run_1/congestion.png
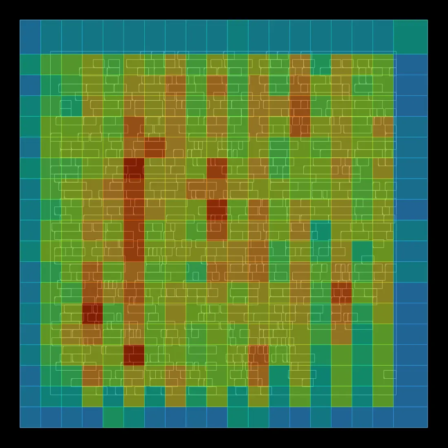
run_1/sizes.png
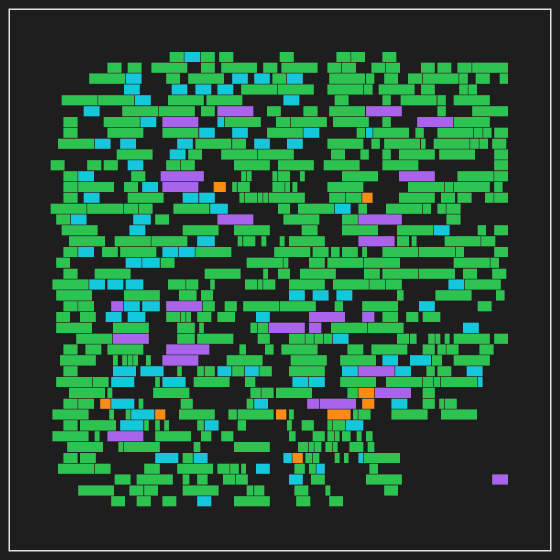
run_1/cell_density.png
Scale bar: 50 um. The die is cut into 14 by 14 equal tiles; dark blue is low, red is high, 0 to 100% covered.
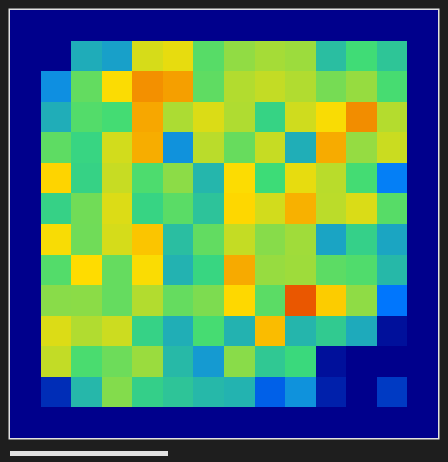
<file path="src/rtl/imem_loader_pkg.sv">
// ---------------------------------------------------------------------------
// imem_loader_pkg
// Shared definitions for the boot-time instruction memory loader: the FSM
// state encoding and the framing constants used by the loader and its
// byte packer.
// ---------------------------------------------------------------------------
package imem_loader_pkg;

    typedef enum logic [2:0] {
        ST_HDR_LO  = 3'd0,
        ST_HDR_HI  = 3'd1,
        ST_PAYLOAD = 3'd2,
        ST_WRITE   = 3'd3,
        ST_CHECK   = 3'd4,
        ST_DONE    = 3'd5,
        ST_ERROR   = 3'd6
    } state_t;

    localparam int BYTES_PER_WORD = 4;
    localparam int HDR_BYTES      = 2;

endpackage

</file>
<file path="src/rtl/imem_loader_byte_packer.sv">
// ---------------------------------------------------------------------------
// imem_loader_byte_packer
// Packs incoming stream bytes little-endian into one memory word and keeps
// the running XOR checksum of every byte loaded since the last clear.
//
// Ports:
//   clk          system clock
//   reset        asynchronous active-low reset
//   i_load       store i_byte into the current lane and fold it into the sum
//   i_clear      restart lane counter and checksum (new frame)
//   i_byte       stream byte
//   o_word       packed word, lane 0 in the low bits
//   o_word_full  this load fills the last lane of the word
//   o_checksum   XOR of all bytes loaded since clear/reset
// ---------------------------------------------------------------------------
module imem_loader_byte_packer
    import imem_loader_pkg::*;
#(
    parameter int ADD_WIDTH = 8
) (
    input  logic                                clk,
    input  logic                                reset,
    input  logic                                i_load,
    input  logic                                i_clear,
    input  logic [ADD_WIDTH-1:0]                i_byte,
    output logic [BYTES_PER_WORD*ADD_WIDTH-1:0] o_word,
    output logic                                o_word_full,
    output logic [ADD_WIDTH-1:0]                o_checksum
);

    localparam int IDX_W = $clog2(BYTES_PER_WORD);
    localparam logic [IDX_W-1:0] LAST_LANE = IDX_W'(BYTES_PER_WORD - 1);
    localparam logic [IDX_W-1:0] IDX_ONE   = IDX_W'(1);

    logic [IDX_W-1:0]                  r_byte_idx;
    logic [BYTES_PER_WORD*ADD_WIDTH-1:0] r_word;
    logic [ADD_WIDTH-1:0]              r_checksum;

    // The lane index wraps naturally because BYTES_PER_WORD is a power of two.
    // The word itself is not cleared: every lane is rewritten before use.
    always_ff @(posedge clk or negedge reset) begin
        if (!reset) begin
            r_byte_idx <= '0;
            r_word     <= '0;
            r_checksum <= '0;
        end else if (i_clear) begin
            r_byte_idx <= '0;
            r_checksum <= '0;
        end else if (i_load) begin
            r_word[r_byte_idx*ADD_WIDTH +: ADD_WIDTH] <= i_byte;
            r_byte_idx <= r_byte_idx + IDX_ONE;
            r_checksum <= r_checksum ^ i_byte;
        end
    end

    assign o_word      = r_word;
    assign o_word_full = i_load && (r_byte_idx == LAST_LANE);
    assign o_checksum  = r_checksum;

endmodule

</file>
<file path="src/rtl/imem_loader.sv">
// ---------------------------------------------------------------------------
// imem_loader
// Boot-time writer for the instruction memory. Accepts a framed byte stream
// (2-byte word count, 4*count payload bytes, XOR checksum byte), writes one
// 32-bit word per 4 payload bytes and releases the core once the checksum
// matches.
//
// Ports:
//   clk        system clock
//   reset      asynchronous active-low reset
//   rx_data    stream byte
//   rx_valid   rx_data is valid
//   rx_ready   loader accepts a byte this cycle
//   mem_addr   byte address of the word write (multiple of 4)
//   mem_wdata  packed word, byte at mem_addr in [7:0]
//   mem_we     one-cycle word write strobe
//   core_hold  1 keeps the core in reset
//   done       image loaded and verified (sticky)
//   error      oversize image or checksum mismatch (sticky)
// ---------------------------------------------------------------------------
module imem_loader
    import imem_loader_pkg::*;
#(
    parameter int ADD_WIDTH = 8,
    parameter int REG_WIDTH = 32
) (
    input  logic                 clk,
    input  logic                 reset,
    input  logic [ADD_WIDTH-1:0] rx_data,
    input  logic                 rx_valid,
    output logic                 rx_ready,
    output logic [31:0]          mem_addr,
    output logic [31:0]          mem_wdata,
    output logic                 mem_we,
    output logic                 core_hold,
    output logic                 done,
    output logic                 error
);

    localparam int MAX_WORDS = REG_WIDTH / BYTES_PER_WORD;
    localparam int WIDX_W    = $clog2(MAX_WORDS + 1);
    localparam logic [15:0]       MAX_WORDS_C = 16'(MAX_WORDS);
    localparam logic [WIDX_W-1:0] WIDX_ONE    = WIDX_W'(1);

    state_t r_state;
    state_t w_next_state;

    logic                 r_live;
    logic [ADD_WIDTH-1:0] r_count_lo;
    logic [15:0]          r_count;
    logic [WIDX_W-1:0]    r_word_idx;
    logic [31:0]          r_mem_addr;
    logic [31:0]          r_mem_wdata;

    logic                 w_xfer;
    logic                 w_load;
    logic                 w_clear;
    logic                 w_word_full;
    logic [31:0]          w_word;
    logic [ADD_WIDTH-1:0] w_checksum;
    logic [15:0]          w_count_hdr;
    logic [15:0]          w_next_word_idx;
    logic [31:0]          w_wr_addr;

    imem_loader_byte_packer #(
        .ADD_WIDTH (ADD_WIDTH)
    ) u_packer (
        .clk         (clk),
        .reset       (reset),
        .i_load      (w_load),
        .i_clear     (w_clear),
        .i_byte      (rx_data),
        .o_word      (w_word),
        .o_word_full (w_word_full),
        .o_checksum  (w_checksum)
    );

    assign w_xfer          = rx_valid && rx_ready;
    assign w_load          = w_xfer && (r_state == ST_PAYLOAD);
    assign w_clear         = (r_state == ST_HDR_LO);
    assign w_count_hdr     = 16'({rx_data, r_count_lo});
    assign w_next_word_idx = 16'(r_word_idx) + 16'd1;
    assign w_wr_addr       = 32'(r_word_idx) << 2;

    always_ff @(posedge clk or negedge reset) begin
        if (!reset) begin
            r_state <= ST_HDR_LO;
        end else begin
            r_state <= w_next_state;
        end
    end

    // r_live keeps rx_ready low while reset is asserted even though the
    // state register already sits in HDR_LO; it rises on the first edge.
    // The memory port registers capture the write so they hold afterwards.
    always_ff @(posedge clk or negedge reset) begin
        if (!reset) begin
            r_live      <= 1'b0;
            r_count_lo  <= '0;
            r_count     <= '0;
            r_word_idx  <= '0;
            r_mem_addr  <= '0;
            r_mem_wdata <= '0;
        end else begin
            r_live <= 1'b1;
            if (r_state == ST_HDR_LO && w_xfer) begin
                r_count_lo <= rx_data;
            end
            if (r_state == ST_HDR_HI && w_xfer) begin
                r_count <= w_count_hdr;
            end
            if (r_state == ST_WRITE) begin
                r_word_idx  <= r_word_idx + WIDX_ONE;
                r_mem_addr  <= w_wr_addr;
                r_mem_wdata <= w_word;
            end
        end
    end

    always_comb begin
        w_next_state = r_state;
        case (r_state)
            ST_HDR_LO: begin
                if (w_xfer) w_next_state = ST_HDR_HI;
            end
            ST_HDR_HI: begin
                if (w_xfer) begin
                    if (w_count_hdr > MAX_WORDS_C) begin
                        w_next_state = ST_ERROR;
                    end else if (w_count_hdr == 16'd0) begin
                        w_next_state = ST_CHECK;
                    end else begin
                        w_next_state = ST_PAYLOAD;
                    end
                end
            end
            ST_PAYLOAD: begin
                if (w_word_full) w_next_state = ST_WRITE;
            end
            ST_WRITE: begin
                w_next_state = (w_next_word_idx == r_count) ? ST_CHECK : ST_PAYLOAD;
            end
            ST_CHECK: begin
                if (w_xfer) w_next_state = (rx_data == w_checksum) ? ST_DONE : ST_ERROR;
            end
            ST_DONE:  w_next_state = ST_DONE;
            ST_ERROR: w_next_state = ST_ERROR;
            default:  w_next_state = ST_ERROR;
        endcase
    end

    // Outside WRITE the port shows the last write so memory sees stable values.
    always_comb begin
        rx_ready  = 1'b0;
        mem_we    = 1'b0;
        mem_addr  = r_mem_addr;
        mem_wdata = r_mem_wdata;
        case (r_state)
            ST_HDR_LO, ST_HDR_HI, ST_PAYLOAD, ST_CHECK: rx_ready = r_live;
            ST_WRITE: begin
                mem_we    = 1'b1;
                mem_addr  = w_wr_addr;
                mem_wdata = w_word;
            end
            default: rx_ready = 1'b0;
        endcase
    end

    assign done      = (r_state == ST_DONE);
    assign error     = (r_state == ST_ERROR);
    assign core_hold = (r_state != ST_DONE);

endmodule

</file>
<file path="config.mk">
export PLATFORM = sky130hd
export DESIGN_NAME = imem_loader
export DESIGN_NICKNAME = d
export VERILOG_FILES = /design/src/rtl/imem_loader_pkg.sv /design/src/rtl/imem_loader_byte_packer.sv /design/src/rtl/imem_loader.sv
export SDC_FILE = /design/constraint.sdc
export NUM_CORES = 1
export LEC_CHECK = 0
export CAP_MARGIN = 20
export CELL_PAD_IN_SITES_DETAIL_PLACEMENT = 0
export CELL_PAD_IN_SITES_GLOBAL_PLACEMENT = 1
export CORE_MARGIN = 10
export CORE_UTILIZATION = 45
export DETAILED_ROUTE_END_ITERATION = 6
export PLACE_DENSITY_LB_ADDON = 0.1
export SLEW_MARGIN = 20
export SYNTH_ARGS = -nofsm -noshare
export SYNTH_HDL_FRONTEND = slang
export SYNTH_HIERARCHICAL = 1
export SYNTH_SLANG_ARGS = --single-unit
</file>
<file path="constraint.sdc">
create_clock -name clk -period 5.9 [get_ports clk]
set_clock_uncertainty 0.1 [all_clocks]
set_input_delay 1.18 -clock clk [delete_from_list [all_inputs] [get_ports clk]]
set_output_delay 1.18 -clock clk [all_outputs]
set_load 0.01 [all_outputs]
</file>
==> flow_summary.json, run 1 <==
{
  "grt_max_degree": 103,
  "p_int_mw": 1.626,
  "maxSlewViolCount": 0,
  "num_rows": 42,
  "relSlewSlack": 0.3840,
  "lay_top_cells": "dfrtp_1 (138), clkdlybuf4s50_1 (78), mux2_2 (54)",
  "place_hpwl_um": 8182,
  "slowest_stage": "inv_2",
  "grt_pass1_vias": 3996,
  "drtIter0Drc": 189,
  "drc": 0,
  "syn-instance-count": 456,
  "min_delay_worst_endpoint": "r_mem_wdata[23]",
  "final.min_clock_period_ns": 4.806,
  "viasPerCell": 5.132,
  "status": "finished clean",
  "placedCellCount": 686,
  "antenna_found_initial": 0,
  "clock_latency_ns": 0.41,
  "logic_area_sq_um": 2331,
  "worst_pin_slew_ns": 0.9240,
  "power_leakage_nw": 3.634,
  "portBuffers": 79,
  "synth_chip_area_sq_um": 6008,
  "fin_cells": 718,
  "hold_class": "register to register",
  "layout-drive-gt1-share": 0.2214,
  "ys_cells": 456,
  "switching_share": 0.2118,
  "cts-resized-gates": 0,
  "die_h_um": 135.6,
  "crit_required_ns": 4.62,
  "power_mw": 2.063,
  "antennaDiodeCount": 0,
  "clock_tree.root_cell": "clkbuf_16",
  "synthArstFlopShare": 1.000,
  "warnings": 32,
  "yosys_most_used_dff": "dfrtp_1",
  "crit_chain": "nor2b_1, nand2_1, inv_2, mux2_2, clkdlybuf4s50_1",
  "r2r-start": "r_state[0]",
  "drt-pass1-iter-count": 5,
  "power.switching_mw": 0.4370,
  "final_common_cell": "dfrtp_1",
  "chip_area_sq_um": 18370,
  "ys_seq_frac": 0.5748,
  "hold_buffers": 0,
  "synth_cell_types": 54,
  "nets": 546,
  "syn_area_sq_um": 6008,
  "synth-seq-cells": 138,
  "grt_pass1_wl_um": 20880,
  "ant_nets": 0,
  "finalCritPeriodShare": 0.8146,
  "regToRegSetupSlack_ns": 3.05,
  "synth-edff-count": 0,
  "final-hold-violation-count": 0,
  "cts_sinks": 138,
  "setup_tns_ns": 0,
  "pwr-share-clk": 0.520,
  "timing.rr.end": "r_mem_wdata[20]",
  "power_density_nw_per_um2": 275.0,
  "dpl-instance-area_sq_um": 6902,
  "cap_viol_max_count": 0,
  "dp_slack_ns": 1.449,
  "p_seq_frac": 0.459,
  "rsz0062_at_grt": "no",
  "finalWirelength_um": 12500,
  "crit_path_start_kind": "register",
  "vias": 3685,
  "holdCritStartpoint": "r_mem_wdata[23]",
  "gr-total-overflow": 0,
  "whs_path_depth": 1,
  "post_drt_wl_per_cell_um": 17.41,
  "cp.arrival_ns": 3.53,
  "finalSetupViolations": 0,
  "yosys_warnings": 6,
  "hold_ws_ns": 0.3764,
  "critPathKind": "register to primary output",
  "die_w_um": 135.6,
  "gp_congestion": 0.7745,
  "end_kind": "primary output",
  "cts_buffers": 17,
  "clk_pin_slew_ns": 0.06,
  "crit_path_max_fanout": 39,
  "fmax_mhz": 208.1,
  "reg2reg_depth": 4,
  "cts.path.max_buffers": 2,
  "fillers": 1107,
  "seq_area_sq_um": 3453,
  "avgSynthCellArea_sq_um": 13.18,
  "post_cts_buffers": 0,
  "ir_drop_mv": 0.2042,
  "cts.htree.levels": 4,
  "syn-num-nets": 473,
  "combPwrFrac": 0.021,
  "cts_tree": "built",
  "io_pins": 80,
  "slowest_delay_ns": 0.84
}
## Picture notes: congestion.png
GR peak layer: met2
All-Layer GR Usage: 0.1441
met1 usage in global routing: 0.1780
met3 usage: 0.04266
met2 usage: 0.2319

## Picture notes: sizes.png
legend:
  _0 and _1 cells:
    color: green
    cells: 422
    most_used: dfrtp_1
  _3 and _4 cells:
    color: orange
    cells: 9
    most_used: buf_4
  _2 cells:
    color: cyan
    cells: 86
    most_used: mux2_2
  _6 and larger:
    color: purple
    cells: 25
    most_used: clkbuf_16
fin worst setup slack: 1.094 ns
Final Cell Area: 7502 sq um
Non-Clock Buffer Count: 82
Layout Area Growth over Synthesis: 24.86%

## Picture notes: cell_density.png
densest ninth of the die: center
tiles over 75% full: 7.7%
fullest tile: 90%
emptiest ninth of the die: lower right
nearly empty tiles: 29%
mean over tiles: 40%
Init Core Util: 0.4573
Core Util, Final: 0.5710
area of the core: 13140 sq um

## run 1: cells in the mapped netlist, types with 2 or more instances
master,n,area [sq um]
a21bo_2,8,80.08
mux2_1,23,259.0
nor2b_1,3,18.77
mux2_2,54,608.1
nand3_1,3,15.01
and2_1,29,181.4
and4b_1,9,90.09
buf_4,2,15.01
buf_6,2,22.52
and3_1,2,12.51
buf_2,11,55.05
and4bb_2,7,87.58
inv_1,20,75.07
o21ai_1,3,15.01
dfrtp_1,138,3453
nand3b_1,8,60.06
o32ai_2,8,130.1
xor2_1,11,96.34
nand2_1,23,86.33
clkbuf_1,12,45.04
nor3_1,2,10.01
nor2_1,8,30.03
o32ai_1,8,70.07
nor4_1,7,43.79
xnor2_1,6,52.55
ha_1,6,75.07
inv_2,2,7.510
a21oi_1,11,55.05
and3b_1,4,35.03
o21ai_0,2,10.01
## run 1: cell families (layout without fill, tap and decap cells)
logic type / after synthesis / after routing / synth area share
simple gates: 115 / 115 / 0.1270
other cells: 1 / 1 / 0.0006241
fa+ha+maj: 6 / 6 / 0.01249
mux: 78 / 78 / 0.1460
xor+xnor: 17 / 17 / 0.02478
flops: 138 / 138 / 0.5748
compound gates: 51 / 51 / 0.07705
buf+inv: 50 / 136 / 0.03727
## run 1: state kept, by name, indices dropped and copies added, names as in the netlist
signal / cells
r_count_lo: 8
r_count: 16
u_packer/o_word: 32
r_mem_wdata: 32
r_word_idx: 4
u_packer/r_byte_idx: 2
r_state: 3
r_live: 1
r_mem_addr: 32
u_packer/o_checksum: 8
## run 1: power by group through the flow
stage          clock (mW)  combinational (mW)  sequential [mW]
2_1_floorplan           0             0.00581            0.965
3_3_place_gp            0              0.0442            0.964
3_5_place_dp            0              0.0448            0.964
4_1_cts              1.10              0.0449            0.947
5_1_grt              1.14              0.0483            0.947
6_report             1.07              0.0424            0.947
## run 1: worst max-delay path by stage
| stage | depth (start not counted) | end | from |
|---|---|---|---|
| 6_report | 5 | mem_wdata[16] | r_state[0] |
| 5_1_grt | 5 | mem_wdata[20] | r_state[0] |
| 4_1_cts | 5 | mem_wdata[31] | r_state[0] |
| 3_5_place_dp | 5 | mem_wdata[1] | r_state[0] |
| 3_3_place_gp | 5 | mem_wdata[27] | r_state[0] |
| 2_1_floorplan | 10 | r_state[1] | rx_valid |
## run 1: final cells by class
type,instances,share of cell area
Clock inverter,13,0.02235
Sequential cell,138,0.4603
Inverter,22,0.01101
Clock buffer,19,0.05771
Tap cell,176,0.02935
Multi-Input combinational cell,268,0.3107
Timing Repair Buffer,82,0.1086
## run 1: per-layer routing
metal	share of wire	vias to the layer above	wire [um]	global-route usage
li1	-	1747	-	-
met1	0.43	1858	5430	0.1780
met2	0.50	72	6301	0.2319
met3	0.051	8	640	0.04266
met4	0.010	0	128	0.05682
met5	0	-	0	0
## run 1: worst max-delay path, delay by kind of cell, from the launching register on
kind / cells / cell delay, ns
muxes: 1 / 0.43
buffers and inverters: 2 / 1.33
and+or+nand+nor: 2 / 0.80
DFF: 1 / 0.51
run_1/placement_by_type.png
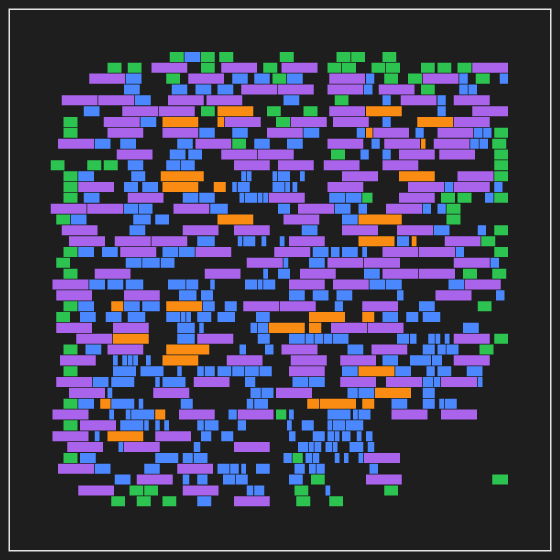

==> run 2, diff against run 1 <==
- CORE_UTILIZATION: 45 -> 40
- clock period: 5.9 -> 4.1 ns (I/O delays scaled with it)
run_2/placement_by_type.png
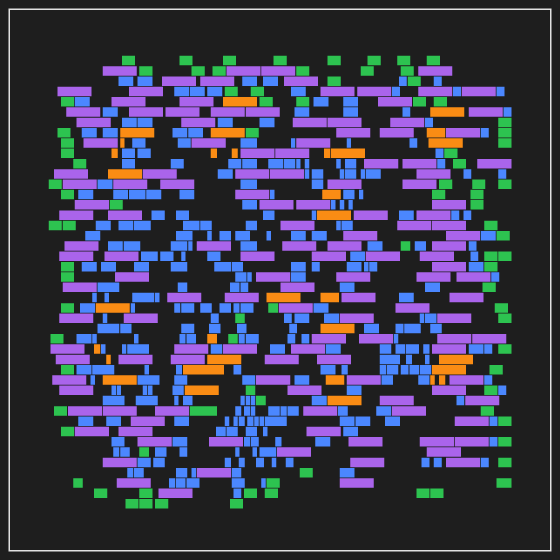
legend:
  other buffers and delay cells:
    color: green
    cells: 88
  clock drivers and dummy loads:
    color: orange
    cells: 32
  flops:
    color: purple
    cells: 138
  combinational and other logic:
    color: blue
    cells: 290

==> run 2 against run 1 <==
Largest cell class unchanged. First-iteration DRC count fell by 29%. Cell count rose by 1.9%. Sequential share of layout area fell by 0.16 points. Largest power group unchanged. Clock-buffer cell count rose by 5. Hold slack got worse by 0.0038 ns.
==> flow_summary.json, run 2 <==
{
  "avgSynthCellArea_sq_um": 13.18,
  "reg2reg_depth": 4,
  "synth-edff-count": 0,
  "gr-total-overflow": 0,
  "dpl-instance-area_sq_um": 6969,
  "grt_pass1_wl_um": 21580,
  "num_rows": 44,
  "p_seq_frac": 0.476,
  "die_h_um": 142.6,
  "timing.rr.end": "u_packer/o_word[19]",
  "syn-num-nets": 473,
  "cap_viol_max_count": 0,
  "syn_area_sq_um": 6008,
  "yosysMostFrequentCell": "dfrtp_1",
  "ir_drop_mv": 0.2898,
  "synth_chip_area_sq_um": 6008,
  "relSlewSlack": 0.3580,
  "hold_ws_ns": 0.3726,
  "holdCritStartpoint": "r_mem_addr[19]",
  "switching_share": 0.2074,
  "synthTopLogicFamily": "multiplexers",
  "yosys_warnings": 6,
  "p_int_mw": 2.271,
  "grt_pass1_vias": 3917,
  "synth-simple-area-share": 0.1270,
  "io_pins": 80,
  "fmax_mhz": 281.1,
  "ys_seq_frac": 0.5748,
  "initCoreUtil": 0.4103,
  "finalWirelength_um": 13170,
  "regToRegSetupSlack_ns": 1.25,
  "chip_area_sq_um": 20320,
  "lay_top_cells": "dfrtp_1 (138), clkdlybuf4s50_1 (78), mux2_2 (54)",
  "hold_class": "register to register",
  "ys_cells": 456,
  "cts-resized-gates": 0,
  "cts_sinks": 138,
  "r2r-start": "u_packer/r_byte_idx[0]",
  "gp_congestion": 0.7448,
  "cp.arrival_ns": 2.64,
  "final_common_cell": "dfrtp_1",
  "ant_nets": 0,
  "area_leaders": "dfrtp_1 (57%), mux2_2 (10%), mux2_1 (4.3%)",
  "critPathKind": "register to primary output",
  "synth-seq-cells": 138,
  "final.min_clock_period_ns": 3.557,
  "final-hold-violation-count": 0,
  "yosys_most_used_dff": "dfrtp_1",
  "yosysTopAreaCell": "dfrtp_1",
  "synth_cell_types": 54,
  "crit_path_start_kind": "register",
  "ys_sh_adder": 0.01249,
  "antenna_found_initial": 0,
  "power_leakage_nw": 3.656,
  "pwr-share-clk": 0.501,
  "finalSetupViolations": 0,
  "portBuffers": 79,
  "power_density_nw_per_um2": 380.6,
  "hold_buffers": 0,
  "setup_tns_ns": 0,
  "crit_required_ns": 3.18,
  "clk_pin_slew_ns": 0.06,
  "yosysTopAreaCellShare": 0.5748,
  "status": "finished clean",
  "crit_path_max_fanout": 37,
  "coreArea_sq_um": 14640,
  "ys_sh_mux": 0.1460,
  "stdcell_area_sq_um": 7528,
  "cts_buffers": 17,
  "combPwrFrac": 0.023
}
run_2/congestion.png
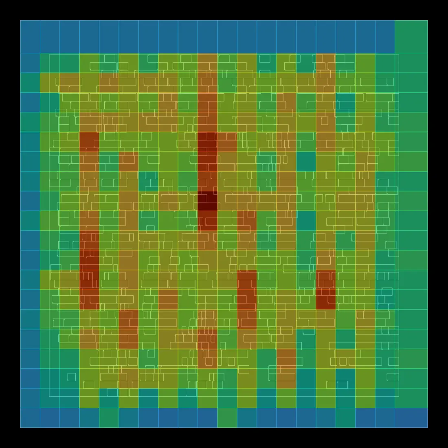
met3 usage: 0.04907
Core Util, Final: 0.5141
met1 usage in global routing: 0.1714
routed length per instance: 17.99 um

[run 2: cell counts after synthesis]
No cell type changed its count.
[run 2: area by class of cell]
cell class / count / area (sq um)
clock inverters: 8 / 67.56
flip-flops and latches: 138 / 3453
fillers: 1282 / 7116
well taps: 184 / 230.2
multi-input cells: 268 / 2331
repair buffers: 88 / 872.1
clock buffers: 24 / 491.7
inverters: 22 / 82.58
[run 2: worst max path at each step]
| stage | endpoint | cells past startpoint | startpoint | slack [ns] |
|---|---|---|---|---|
| after CTS | mem_wdata[29] | 6 | r_state[0] | 0.51 |
| after floorplan | r_state[1] | 10 | rx_valid | 1.59 |
| after global routing | mem_wdata[29] | 6 | r_state[0] | 0.41 |
| final | mem_wdata[29] | 6 | r_state[0] | 0.54 |
| after detailed placement | mem_wdata[6] | 6 | r_state[0] | 0.97 |
| after global placement | mem_wdata[3] | 6 | r_state[0] | 1.04 |
[run 2: stage by stage]
stage	total power, mW	cells	setup WS, ns	util
2_1_floorplan	1.396	456	1.589	-
6_report	2.865	732	0.5425	0.5141
4_1_cts	2.908	732	0.5150	0.5141
3_3_place_gp	1.457	700	1.039	0.4759
3_5_place_dp	1.458	700	0.9664	0.4759
5_1_grt	2.980	732	0.4113	0.5141
[run 2: critical path: stages, from the launching register on]
cell and delay (ns):
dfrtp_1 0.51, nor2b_1 0.30, nand2_1 0.13, inv_2 0.13, buf_12 0.23, mux2_2 0.38
clkdlybuf4s50_1 0.49
[run 2: kinds of logic after synthesis]
kind of cell | count (synthesis)
mux | 78
compound gates | 51
buf+inv | 50
other cells | 1
flops | 138
xor+xnor | 17
simple gates | 115
fa+ha+maj | 6
[run 2: power groups by stage]
stage	registers, mW	logic, mW	clock network (mW)
3_5_place_dp	1.39	0.0699	0
6_report	1.36	0.0656	1.44
3_3_place_gp	1.39	0.0694	0
2_1_floorplan	1.39	0.00836	0
4_1_cts	1.36	0.0700	1.47
5_1_grt	1.36	0.0757	1.54
[run 2: layer usage]
layer | track usage | up-vias | part of all wire
li1 | - | 1775 | -
met1 | 0.1714 | 1907 | 0.46
met2 | 0.2124 | 76 | 0.48
met3 | 0.04907 | 5 | 0.060
met4 | 0.04397 | 0 | 0.0062
met5 | 0 | - | 0
==> run 3, diff against run 2 <==
- SLEW_MARGIN: 20 -> 10
run_3/placement_by_type.png
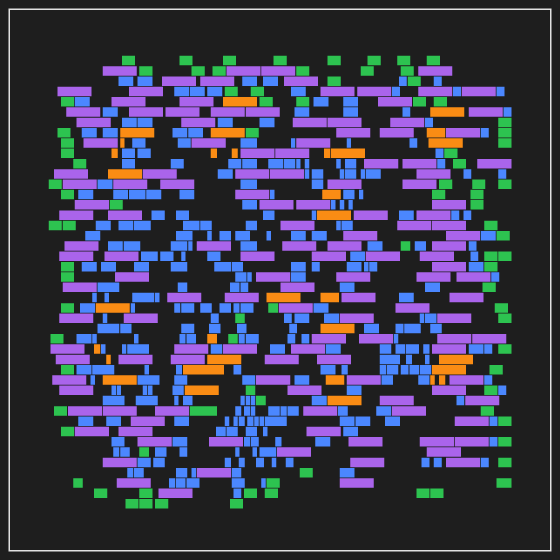
legend:
  combinational and other logic:
    color: blue
    cells: 290
  flops:
    color: purple
    cells: 138
  clock drivers and dummy loads:
    color: orange
    cells: 32
  other buffers and delay cells:
    color: green
    cells: 88
area of the core: 14640 sq um
FP Rows: 44
Seq area share: 0.4587
Final Cell Area: 7528 sq um

run_3/congestion.png
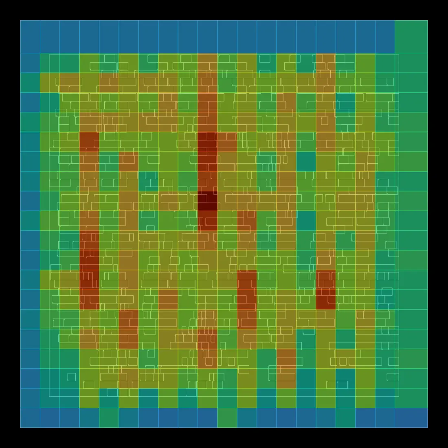
All-Layer GR Usage: 0.1358
met2 usage: 0.2124

==> run 3 against run 2 <==
Utilization unchanged. Sequential power barely moved. Synthesized cell count unchanged. Via count unchanged. Combinational power about the same. Area after synthesis stayed put. Sequential cell count is the same. Clock power barely moved. Cell count is the same. Global-route usage unchanged. Die size unchanged.
==> flow_summary.json, run 3 <==
{
  "status": "finished clean",
  "relSlewSlack": 0.3580,
  "cts-resized-gates": 0,
  "cts.htree.levels": 4,
  "cts_sinks": 138,
  "ant_nets": 0,
  "clock_tree.root_cell": "clkbuf_16",
  "synthTopCellsByCount": "dfrtp_1 (138), mux2_2 (54), and2_1 (29)",
  "gr-total-overflow": 0,
  "power_density_nw_per_um2": 380.6,
  "finalCritPeriodShare": 0.8677,
  "hold_class": "register to register",
  "synth-edff-count": 0,
  "viasPerCell": 5.141,
  "hold_buffers": 0,
  "yosysMostFrequentCell": "dfrtp_1",
  "yosys_most_used_dff": "dfrtp_1",
  "grt_pass1_vias": 3917,
  "crit_path_start_kind": "register",
  "vias": 3763,
  "finalWirelength_um": 13170,
  "reg2reg_depth": 4,
  "initCoreUtil": 0.4103,
  "syn-instance-count": 456,
  "synth-seq-cells": 138,
  "synthArstFlopShare": 1.000,
  "drtIter0Drc": 134,
  "ys_seq_frac": 0.5748,
  "io_pins": 80,
  "finalSetupViolations": 0,
  "warnings": 32,
  "gp_congestion": 0.7448,
  "clock_latency_ns": 0.42,
  "fmax_mhz": 281.1,
  "setup_tns_ns": 0,
  "layout-drive-gt1-share": 0.2281,
  "ir_drop_mv": 0.2898,
  "grt_pass1_wl_um": 21580,
  "yosysTopAreaCell": "dfrtp_1",
  "portBuffers": 79,
  "rsz0062_at_grt": "no",
  "timing.rr.end": "u_packer/o_word[19]",
  "fillers": 1282,
  "crit_required_ns": 3.18,
  "synth_chip_area_sq_um": 6008,
  "lay_top_cells": "dfrtp_1 (138), clkdlybuf4s50_1 (78), mux2_2 (54)",
  "worst_pin_slew_ns": 0.9630,
  "post_drt_wl_per_cell_um": 17.99,
  "cts_tree": "built",
  "drc": 0,
  "final.min_clock_period_ns": 3.557,
  "chip_area_sq_um": 20320,
  "power_leakage_nw": 3.656,
  "slowest_delay_ns": 0.51,
  "yosysTopAreaCellShare": 0.5748,
  "area_leaders": "dfrtp_1 (57%), mux2_2 (10%), mux2_1 (4.3%)",
  "cts.path.max_buffers": 2,
  "r2r-start": "u_packer/r_byte_idx[0]",
  "cp.arrival_ns": 2.64,
  "post_cts_buffers": 0,
  "syn_area_sq_um": 6008,
  "crit_chain": "nor2b_1, nand2_1, inv_2, buf_12, mux2_2, clkdlybuf4s50_1",
  "critPathKind": "register to primary output",
  "syn2layout_area_growth_pct": 25.30,
  "slowest_stage": "dfrtp_1",
  "antennaDiodeCount": 0,
  "critPathLaunch": "r_state[0]",
  "syn-num-nets": 473,
  "antenna_found_initial": 0,
  "maxSlewViolCount": 0,
  "final-hold-violation-count": 0,
  "endpoint": "mem_wdata[29]",
  "cap_viol_max_count": 0,
  "synth_cell_types": 54,
  "end_kind": "primary output",
  "grt_max_degree": 106,
  "final_common_cell": "dfrtp_1",
  "die_w_um": 142.6,
  "regToRegSetupSlack_ns": 1.25,
  "nets": 552,
  "drt-pass1-iter-count": 4,
  "die_h_um": 142.6,
  "clk_pin_slew_ns": 0.06,
  "cts_buffers": 17,
  "yosys_warnings": 6,
  "holdCritStartpoint": "r_mem_addr[19]",
  "avgSynthCellArea_sq_um": 13.18,
  "place_hpwl_um": 8690,
  "crit_path_max_fanout": 37,
  "power_mw": 2.865,
  "ys_cells": 456
}
[run 3: cell counts in the layout (fill, tap and decap cells not counted)]
Identical to the previous run, type by type.
[run 3: power by group]
group / internal (mW) / total [mW] / leakage (nW) / switching, mW
registers: 1.36 / 1.36 / 1.83 / 0.000445
clock network: 0.891 / 1.44 / 0.280 / 0.545
logic: 0.0163 / 0.0656 / 1.54 / 0.0493
[run 3: routing by layer]
metal,share of wire,vias to the layer above,GRT usage
met5,0,-,0
met4,0.0062,0,0.04397
met3,0.060,5,0.04907
met2,0.48,76,0.2124
met1,0.46,1907,0.1714
li1,-,1775,-
[run 3: final cells by class]
| class | count | area, sq um | area share |
|---|---|---|---|
| flip-flops and latches | 138 | 3453 | 0.4587 |
| clock inverters | 8 | 67.56 | 0.008975 |
| clock buffers | 24 | 491.7 | 0.06531 |
| inverters | 22 | 82.58 | 0.01097 |
| multi-input cells | 268 | 2331 | 0.3096 |
| repair buffers | 88 | 872.1 | 0.1158 |
| well taps | 184 | 230.2 | 0.03058 |
[run 3: cell families after synthesis]
family	after synthesis	share of synthesized area
AND-OR/OR-AND	51	0.07705
XOR/XNOR	17	0.02478
adder cells (fa/ha/maj)	6	0.01249
buffers and inverters	50	0.03727
flip-flops	138	0.5748
multiplexers	78	0.1460
other	1	0.0006241
AND/OR/NAND/NOR	115	0.1270
[run 3: worst min-delay path by stage]
stage               slack (ns)  depth (start not counted)         endpoint
finish                    0.37                          1   r_mem_addr[19]
global route              0.40                          1   r_mem_addr[13]
detailed placement        0.37                          1   r_mem_addr[19]
global placement          0.36                          1  r_mem_wdata[22]
floorplan                 0.36                          1       r_count[8]
CTS                       0.38                          1   r_mem_addr[19]
[run 3: worst max-delay path: cells and delay by family, from the launching register on]
kind	cells	cell delay [ns]
buf+inv	3	0.85
flops	1	0.51
mux	1	0.38
simple gates	2	0.43
[run 3: stage by stage]
step	setup WS [ns]	area (sq um)	util	hold slack, ns	cells
CTS	0.5150	7528	0.5141	0.3779	732
global route	0.4113	7528	0.5141	0.3960	732
detailed placement	0.9664	6969	0.4759	0.3655	700
floorplan	1.589	6008	-	0.3585	456
global placement	1.039	6969	0.4759	0.3624	700
finish	0.5425	7528	0.5141	0.3726	732
Power is estimated from default activity; no workload was simulated.
